--- config.mk ---
export PLATFORM = sky130hd
export DESIGN_NAME = lua_arbiter
export DESIGN_NICKNAME = d
export VERILOG_FILES = /design/src/rtl/lua_pkg.sv /design/src/rtl/rr_picker.sv /design/src/rtl/lua_arbiter.sv
export SDC_FILE = /design/constraint.sdc
export NUM_CORES = 1
export LEC_CHECK = 0
export ABC_AREA = 1
export ABC_CLOCK_PERIOD_IN_PS = 2250
export CAP_MARGIN = 10
export CELL_PAD_IN_SITES_DETAIL_PLACEMENT = 0
export CELL_PAD_IN_SITES_GLOBAL_PLACEMENT = 1
export CORE_MARGIN = 4
export CORE_UTILIZATION = 25
export DETAILED_ROUTE_END_ITERATION = 7
export PLACE_DENSITY_LB_ADDON = 0.1
export SYNTH_ARGS = -nofsm -noshare
export SYNTH_HDL_FRONTEND = slang
export SYNTH_SLANG_ARGS = --single-unit
--- constraint.sdc ---
create_clock -name Clk -period 2.25 [get_ports Clk]
set_input_delay 0.45 -clock Clk [delete_from_list [all_inputs] [get_ports Clk]]
set_output_delay 0.45 -clock Clk [all_outputs]
set_load 0.01 [all_outputs]
--- src/rtl/lua_pkg.sv ---
// -----------------------------------------------------------------------------
// lua_pkg
// Shared definitions for the linear-address-unit arbiter.
//   lua_state_e : arbiter FSM states
//   id_width()  : requester-id width, never narrower than one bit
//   addr_width(): address width produced by the Y*BLOCK_SIZE+X unit
// -----------------------------------------------------------------------------
package lua_pkg;

   typedef enum logic [1:0] {
      IDLE  = 2'd0,
      ISSUE = 2'd1,
      WAIT  = 2'd2,
      RESP  = 2'd3
   } lua_state_e;

   // max(1, clog2(n)) so a single requester still gets a legal id port
   function automatic int id_width(input int n);
      return (n < 2) ? 1 : $clog2(n);
   endfunction

   // Product of two DATA_WIDTH operands plus an addend fits in twice the width
   function automatic int addr_width(input int dw);
      return 2 * dw;
   endfunction

endpackage

--- src/rtl/rr_picker.sv ---
// -----------------------------------------------------------------------------
// rr_picker
// Combinational round-robin search: first set request bit starting at last+1,
// wrapping around. Never selects a requester whose request bit is low.
//   req   : request vector
//   last  : index of the previously granted requester
//   grant : one-hot winner (all zero when nothing requests)
//   idx   : binary index of the winner (0 when nothing requests)
//   any   : at least one request bit set
// -----------------------------------------------------------------------------
module rr_picker #(
   parameter int NUM_REQ = 4,
   parameter int ID_W    = 2
) (
   input  logic [NUM_REQ-1:0] req,
   input  logic [ID_W-1:0]    last,
   output logic [NUM_REQ-1:0] grant,
   output logic [ID_W-1:0]    idx,
   output logic               any
);

   always_comb begin
      int cand;
      grant = '0;
      idx   = '0;
      any   = 1'b0;
      cand  = 0;
      // k = 1..NUM_REQ visits last+1 first and last itself at the very end
      for (int k = 1; k <= NUM_REQ; k++) begin
         cand = int'(last) + k;
         if (cand >= NUM_REQ) cand = cand - NUM_REQ;
         if (!any && req[cand]) begin
            any         = 1'b1;
            grant[cand] = 1'b1;
            idx         = ID_W'(cand);
         end
      end
   end

endmodule

--- src/rtl/lua_arbiter.sv ---
// -----------------------------------------------------------------------------
// lua_arbiter
// Round-robin scheduler sharing one sequential linear-address unit
// (Address = Y*BLOCK_SIZE + X, Start/Ready handshake) among NUM_REQ clients.
// One request in flight at a time, no queueing.
//   Clk, Rst_n          : clock, async active-low reset
//   ReqValid/ReqX/ReqY  : per-requester request, packed slices (slice i = req i)
//   ReqReady            : one-hot acceptance strobe (combinational, IDLE only)
//   RespValid/RespId/RespAddress/RespReady : response channel
//   UnitX/UnitY/UnitStart : operands and start strobe to the address unit
//   UnitReady/UnitAddress : unit idle/result-valid flag and result
// -----------------------------------------------------------------------------
module lua_arbiter
   import lua_pkg::*;
#(
   parameter int DATA_WIDTH = 16,
   parameter int NUM_REQ    = 4,
   parameter int ID_W       = id_width(NUM_REQ)
) (
   input  logic                            Clk,
   input  logic                            Rst_n,
   input  logic [NUM_REQ-1:0]              ReqValid,
   input  logic [NUM_REQ*DATA_WIDTH-1:0]   ReqX,
   input  logic [NUM_REQ*DATA_WIDTH-1:0]   ReqY,
   output logic [NUM_REQ-1:0]              ReqReady,
   output logic                            RespValid,
   output logic [ID_W-1:0]                 RespId,
   output logic [2*DATA_WIDTH-1:0]         RespAddress,
   input  logic                            RespReady,
   output logic [DATA_WIDTH-1:0]           UnitX,
   output logic [DATA_WIDTH-1:0]           UnitY,
   output logic                            UnitStart,
   input  logic                            UnitReady,
   input  logic [2*DATA_WIDTH-1:0]         UnitAddress
);

   localparam int AW = addr_width(DATA_WIDTH);

   lua_state_e state_q, state_d;

   logic [ID_W-1:0]                       last_q;
   logic [NUM_REQ-1:0][DATA_WIDTH-1:0]    req_x_a, req_y_a;
   logic [NUM_REQ-1:0]                    pick_grant;
   logic [ID_W-1:0]                       pick_idx;
   logic                                  pick_any;
   logic                                  accept;
   logic                                  done;
   logic [AW-1:0]                         unit_addr;

   assign req_x_a   = ReqX;
   assign req_y_a   = ReqY;
   assign unit_addr = UnitAddress;

   rr_picker #(
      .NUM_REQ (NUM_REQ),
      .ID_W    (ID_W)
   ) u_pick (
      .req   (ReqValid),
      .last  (last_q),
      .grant (pick_grant),
      .idx   (pick_idx),
      .any   (pick_any)
   );

   // A low UnitReady in IDLE means the unit is still finishing work that was
   // abandoned by a reset; granting then would collide with it.
   assign accept = (state_q == IDLE) && UnitReady && pick_any;

   // WAIT is entered only after the unit has sampled Start, so the Ready
   // level seen during ISSUE is never mistaken for completion.
   assign done   = (state_q == WAIT) && UnitReady;

   // ---------------------------------------------------------------------
   // State register
   // ---------------------------------------------------------------------
   always_ff @(posedge Clk or negedge Rst_n) begin
      if (!Rst_n) state_q <= IDLE;
      else        state_q <= state_d;
   end

   // ---------------------------------------------------------------------
   // Next-state logic
   // ---------------------------------------------------------------------
   always_comb begin
      state_d = state_q;
      unique case (state_q)
         IDLE:  if (accept)    state_d = ISSUE;
         ISSUE:                state_d = WAIT;
         WAIT:  if (UnitReady) state_d = RESP;
         RESP:  if (RespReady) state_d = IDLE;
         default:              state_d = IDLE;
      endcase
   end

   // ---------------------------------------------------------------------
   // Output logic
   // ---------------------------------------------------------------------
   always_comb begin
      ReqReady  = '0;
      UnitStart = 1'b0;
      RespValid = 1'b0;
      unique case (state_q)
         IDLE:  if (UnitReady) ReqReady = pick_grant;
         ISSUE: UnitStart = 1'b1;
         WAIT:  ;
         RESP:  RespValid = 1'b1;
         default: ;
      endcase
   end

   // ---------------------------------------------------------------------
   // Operand, id and rotation pointer captured at the accept edge; the
   // operands feed the unit directly and hold until the next accept.
   // Last resets to NUM_REQ-1 so requester 0 is searched first.
   // ---------------------------------------------------------------------
   always_ff @(posedge Clk or negedge Rst_n) begin
      if (!Rst_n) begin
         last_q <= ID_W'(NUM_REQ - 1);
         UnitX  <= '0;
         UnitY  <= '0;
         RespId <= '0;
      end else if (accept) begin
         last_q <= pick_idx;
         UnitX  <= req_x_a[pick_idx];
         UnitY  <= req_y_a[pick_idx];
         RespId <= pick_idx;
      end
   end

   // Result is captured once on completion and held through RESP
   always_ff @(posedge Clk or negedge Rst_n) begin
      if (!Rst_n)    RespAddress <= '0;
      else if (done) RespAddress <= unit_addr;
   end

endmodule

### M3 wires, run 1

Drawn at 3 px/um.
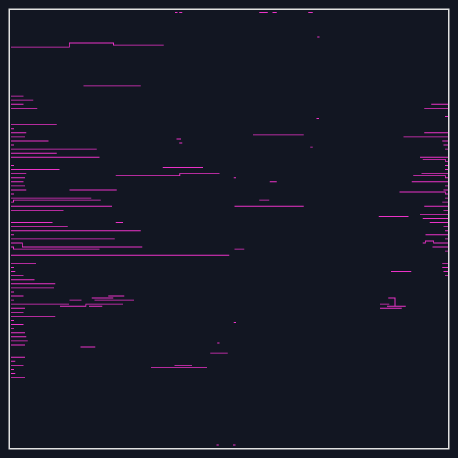
- nets with wire on the layer: 121
- wire length on this layer: 1,170 um
- share of all routed wire: 6.3%
- main direction: horizontal
- longest straight run: 72.5 um
WL final: 18,600 um
vias: 5,344
met3 usage: 5.39%

### Register map, names as in the netlist, run 1

Drawn at 2 px/um. Other sequential cells in the stronger gray, the rest of the logic in the fainter gray.
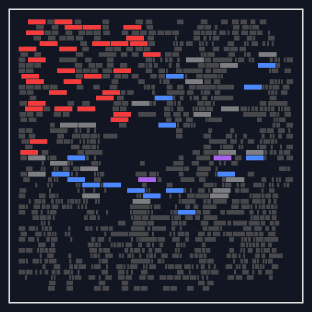
- UnitY: blue (placed flops 16)
- RespAddress: red (placed flops 32; where upper left)
- RespId: purple (placed flops 2)
final core utilization: 49.3%
P_seq: 0.00223 W

### The clock network, run 1

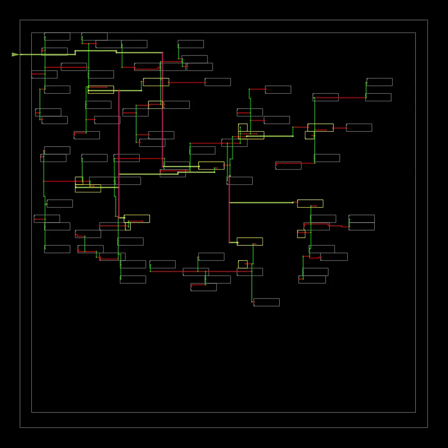
number of CTS-inserted buffers: 9
Clk power: 0.00133 W

==> GITHUB_STEP_SUMMARY, run 1 <==
### Metrics collected by this job

| Metric | Value |
|---|---|
| Status | finished, violations left |
| Failing checks | negative setup slack |
| Hold buffers post-CTS | 0 |
| Count of tool warnings | 39 |
| Final Hold Viols | 0 |
| Initial antenna violation count | 1 |
| Worst slew pin tran | 0.588 ns |
| Clk tree area frac | 3.10% |
| Clock latency on the worst-skew pair | 0.33 ns |
| Synthesized netlist cell count | 650 |
| Biggest register | RespAddress |
| Grt met1 use | 19.4% |
| Logic family by area | simple AND/OR/NAND/NOR gates |
| Worst hold slack | 0.107 ns |
| MaxCap Viol Count | 0 |
| Path depth of the worst reg2reg path | 15 |
| Post-synthesis sequential area ratio | 36.8% |
| H-tree depth | 3 |
| Max layer used | met4 |
| EDFF count, synth | 0 |
| Yosys stat area | 4760 um^2 |
| Area after DPL | 7750 um^2 |
| Post-DRT Antenna Nets | 0 |
| Seq_cells | 70 |
| Sink Count | 70 |
| Finished Cell Area | 9220 um^2 |
| Crit path capture | ReqReady[0] |
| Synth Warn # | 0 |
| RR Endpoint | UnitY[6]$_DFFE_PN0P_ |
| GR Layer Usage met2 | 30.6% |
| Slack of the critical path | -0.432 ns |
| Seq/total area | 19.0% |
| Diode count | 1 |
| Post-Place Setup Slack | -0.622 ns |
| I/O Buffers | 239 |
| Most numerous logic cell after layout | clkdlybuf4s50_1 |
| Yosys stat cell total | 650 |
| Initial DRC Count | 163 |
| CLK BUF | 10 |
| Remaining DRCs | 0 |
| Die Height | 146 um |
| Tapcells | 234 |
| Top cell category | buffers |
| RSZ-0062 raised after global routing | yes |
| Number of global-route vias before repair | 5,738 |
| Final setup violation count | 41 |
| Max FO, Critical Path | 4 |
| Share of layout cells above drive strength 1 | 27.9% |
| Clock transition at the registers of the reported paths | 0.06 ns |
| P per Cell Area | 2000 nW/um^2 |
| Mi-comb count | 421 |
| Syn Area/Cell | 7.32 um^2 |
| CTS max path bufs | 2 |
| Lkg Pwr | 4.50 nW |
| Worst VDD drop | 1.14 mV |
| Dpl cells | 1,130 |
| Ys async rst share | 100% |
| Adder share | 3.15% |
| Tot GR Track Use | 17.1% |
| Setup Crit Path Kind | flip-flop to output pin |
| Synth top cells by count | nand2_1, inv_1, nand3_1 |
| Global-route wire length before repair | 29,200 um |
| Min Tclk post-route | 2.68 ns |
| Slew Limit Fails | 0 |
| Setup tns final | -12.14 ns |
| CP Capture Type | output pin |
| Flop area | 1750 um^2 |
| Mux cell area share after synthesis | 7.57% |
| GRT overflow | 0 |
| Number of nets in the layout | 1,127 |
| Setup Fix Bufs, Post-CTS | 26 |
| Cell type with the largest total area | dfrtp_1 |
| Min-Delay Path Class | primary input to asynchronous set/reset pin |
| Slew Limit Headroom | 60.8% |
| Arrival @ worst endpoint | 2.23 ns |
| Mapped cell area | 4760 um^2 |
| Row Count | 50 |
| XOR-XNOR Cells, Area Fraction | 0% |
| Area grow syn2layout | 93.6% |
| Post-DP HPWL | 13,100 um |
| Via density | 4.50 |
| Total power draw | 0.0184 W |
| Length of routed met3 wiring | 1170 um |
| Drt wl/cell | 15.7 um |
| Final Skew | 0.00624 ns |
| Post-synth top area share | 35.7% |
| Unique cell types | 33 |
| Wire length on met2 | 9590 um |
| Final Non-Filler Cells | 1,187 |
| Die ar. | 21,300 um^2 |
| DRT met1 WL | 7390 um |
| # fillers | 1,769 |
| CP Launch Type | flip-flop |
| Synth top cell by count | nand2_1 |
[run 1: worst max-delay path, cell delays in order, from the launching register on]
cell	delay, ns
dfstp_2	0.59
inv_8	0.04
ha_4	0.30
inv_4	0.04
nand2_4	0.08
nand2_8	0.07
nor2_8	0.10
nand4_1	0.15
buf_4	0.19
o21ai_2	0.10
nand2_1	0.06
inv_1	0.05
buf_2	0.12
[run 1: power breakdown]
group          internal [W]  switching, W  leakage [nW]  total [W]
Clock              0.000781      0.000551         0.135    0.00133
Combinational       0.00801       0.00683          3.51     0.0148
Sequential          0.00190      0.000327         0.848    0.00223
Total                0.0107       0.00771          4.50     0.0184
### Routed metal per tile, run 1

Drawn at 2 px/um. The die is cut into 29 by 29 equal tiles; black is low, pale yellow is high, scaled to the fullest tile. Values are wire area over tile area, all layers added.
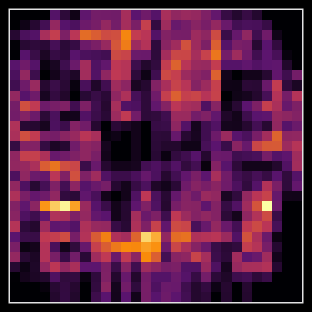

==> inputs of run 2 (changes only) <==
- PLACE_DENSITY: unset -> 0.73
- PLACE_DENSITY_LB_ADDON: 0.1 -> unset
- SETUP_SLACK_MARGIN: unset -> 0.05
### Routed metal per tile, run 2

Drawn at 2 px/um. The die is cut into 29 by 29 equal tiles; black is low, pale yellow is high, scaled to the fullest tile. Values are wire area over tile area, all layers added.
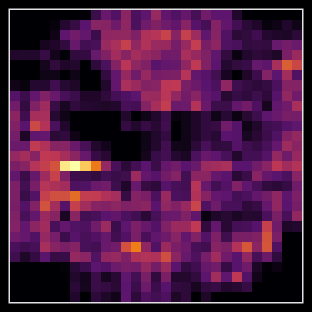
- nearly empty tiles: 14%
- mean over tiles: 0.14
- densest ninth of the die: top center
WL final: 18,600 um
Tot GR Track Use: 16.8%
drt wl/cell: 15.7 um
vias: 5,213

==> run 2 against run 1 <==
The flow still finishes with violations (negative setup slack). Synthesized cell count stayed put. Via count is 2.5% lower. Combinational power is 3% lower. Critical path depth stayed put. Hold slack worse by 0.085 ns. Power is 2.3% lower. Sequential power hardly changed. Highest routed layer is now met5.
==> GITHUB_STEP_SUMMARY, run 2 <==
### Metrics collected by this job

| Metric | Value |
|---|---|
| Count of tool warnings | 39 |
| Remaining DRCs | 0 |
| Synth Warn # | 0 |
| Initial antenna violation count | 1 |
| Post-synth top area share | 35.7% |
| Worst setup path startpoint | last_q[0]$_DFFE_PN1P_ |
| Initial DRC Count | 170 |
| Clock transition at the registers of the reported paths | 0.07 ns |
| XOR-XNOR Cells, Area Fraction | 0% |
| Mapped cell area | 4760 um^2 |
| Synth top cell by count | nand2_1 |
| CP Capture Type | output pin |
| Final setup violation count | 40 |
| Post-Place Setup Slack | -0.644 ns |
| CTS max path bufs | 2 |
| Worst hold slack | 0.0214 ns |
| MaxCap Viol Count | 0 |
| EDFF count, synth | 0 |
| Die Height | 146 um |
| Most frequent CP cell | buf_4 |
| Slack of the critical path | -0.460 ns |
| Global-route wire length before repair | 28,600 um |
| Syn Area/Cell | 7.32 um^2 |
| Comb power frac | 79.9% |
| I/O Buffers | 239 |
| Crit path capture | ReqReady[0] |
| Yosys stat area | 4760 um^2 |
| Diode count | 0 |
| P_seq | 0.00223 W |
| Slew Limit Fails | 0 |
| Comb. pwr | 0.0144 W |
| Post-synthesis sequential area ratio | 36.8% |
| CP Launch Type | flip-flop |
| Share of layout cells above drive strength 1 | 29.3% |
| Post-DP HPWL | 13,000 um |
| H-tree depth | 3 |
| Critical path buffers and inverters | 5 |
| Final Hold Viols | 0 |
| Mux cell area share after synthesis | 7.57% |
| Slowest stage delay, CP | 0.60 ns |
| Largest power group | combinational logic |
| Setup Crit Path Kind | flip-flop to output pin |
| GRT overflow | 0 |
| Failing checks | negative setup slack |
| Cell type with the largest total area | dfrtp_1 |
| Unique cell types | 33 |
| Pint | 0.0103 W |
| Biggest regs | RespAddress x32, UnitX x16, UnitY x16 |
| Status | finished, violations left |
| RSZ-0062 raised after global routing | yes |
| Yosys stat cell total | 650 |
| Ys async rst share | 100% |
| Worst VDD drop | 0.782 mV |
| Worst slew pin tran | 0.366 ns |
| Min Tclk post-route | 2.71 ns |
| Arrival @ worst endpoint | 2.26 ns |
| Setup Fix Bufs, Post-CTS | 22 |
| Number of CTS-inserted buffers | 9 |
| P_sw | 0.00772 W |
| P per Cell Area | 1940 nW/um^2 |
| Area grow syn2layout | 95.1% |
| Post-DRT Antenna Nets | 0 |
| Slowest CP cell | dfstp_2 |
| Via density | 4.40 |
| Hold buffers post-CTS | 0 |
| Top delay family on crit path | flip-flops |
| Max FO, Critical Path | 4 |
| Min-Delay Path Class | primary input to asynchronous set/reset pin |
| Reg power frac | 12.4% |
| Slew Limit Headroom | 75.6% |
| Adder share | 3.15% |
| Logic family by area | simple AND/OR/NAND/NOR gates |
| Lkg Pwr | 4.52 nW |
| Biggest register | RespAddress |
| Final Skew | 0.00919 ns |
| Total power draw | 0.0180 W |
| Net Sw Frac | 42.9% |
| Most numerous logic cell after layout | clkdlybuf4s50_1 |
| RR Endpoint | UnitY[11]$_DFFE_PN0P_ |
| Row Count | 50 |
| Clock share of power | 7.7% |
| Clock latency on the worst-skew pair | 0.34 ns |
| Die ar. | 21,300 um^2 |
| Number of global-route vias before repair | 5,208 |
| Sink Count | 70 |
| Crit-path cells | inv_8, ha_4, nand3_4, nand2_4, nor2_8, buf_4, buf_4, a31oi_4, o21ai_2, nand2_1, inv_1, buf_2 |
## run 2: cell counts after synthesis
No cell type changed its count.
## run 2: layout make-up
cell class	instances	area [um^2]
well taps	234	293
inverters	126	507
repair buffers	318	3490
clock inverters	7	61.3
clock buffers	9	225
repair inverters	1	8.76
fillers	1799	9420
multi-input cells	421	2950
flip-flops and latches	70	1750
## run 2: stage by stage
stage                     instances  instance area (um^2)  setup TNS [ns]  util (%)
after floorplan                 650                  4950         -0.0289         -
final                          1186                  9290          -11.53      49.7
after global routing           1186                  9290          -16.61      49.7
after CTS                      1181                  8830          -13.04      47.2
after global placement         1132                  7780          -15.11      41.6
after detailed placement       1132                  7780          -16.01      41.6
## run 2: per-layer routing
layer,global-route usage [%],share of wire (%)
met1,21.1,44
met2,28.8,49
met3,5.76,6.5
met4,2.54,1.1
met5,0,0.070
Power figures rest on the tool's default switching activity, not on a simulated workload.
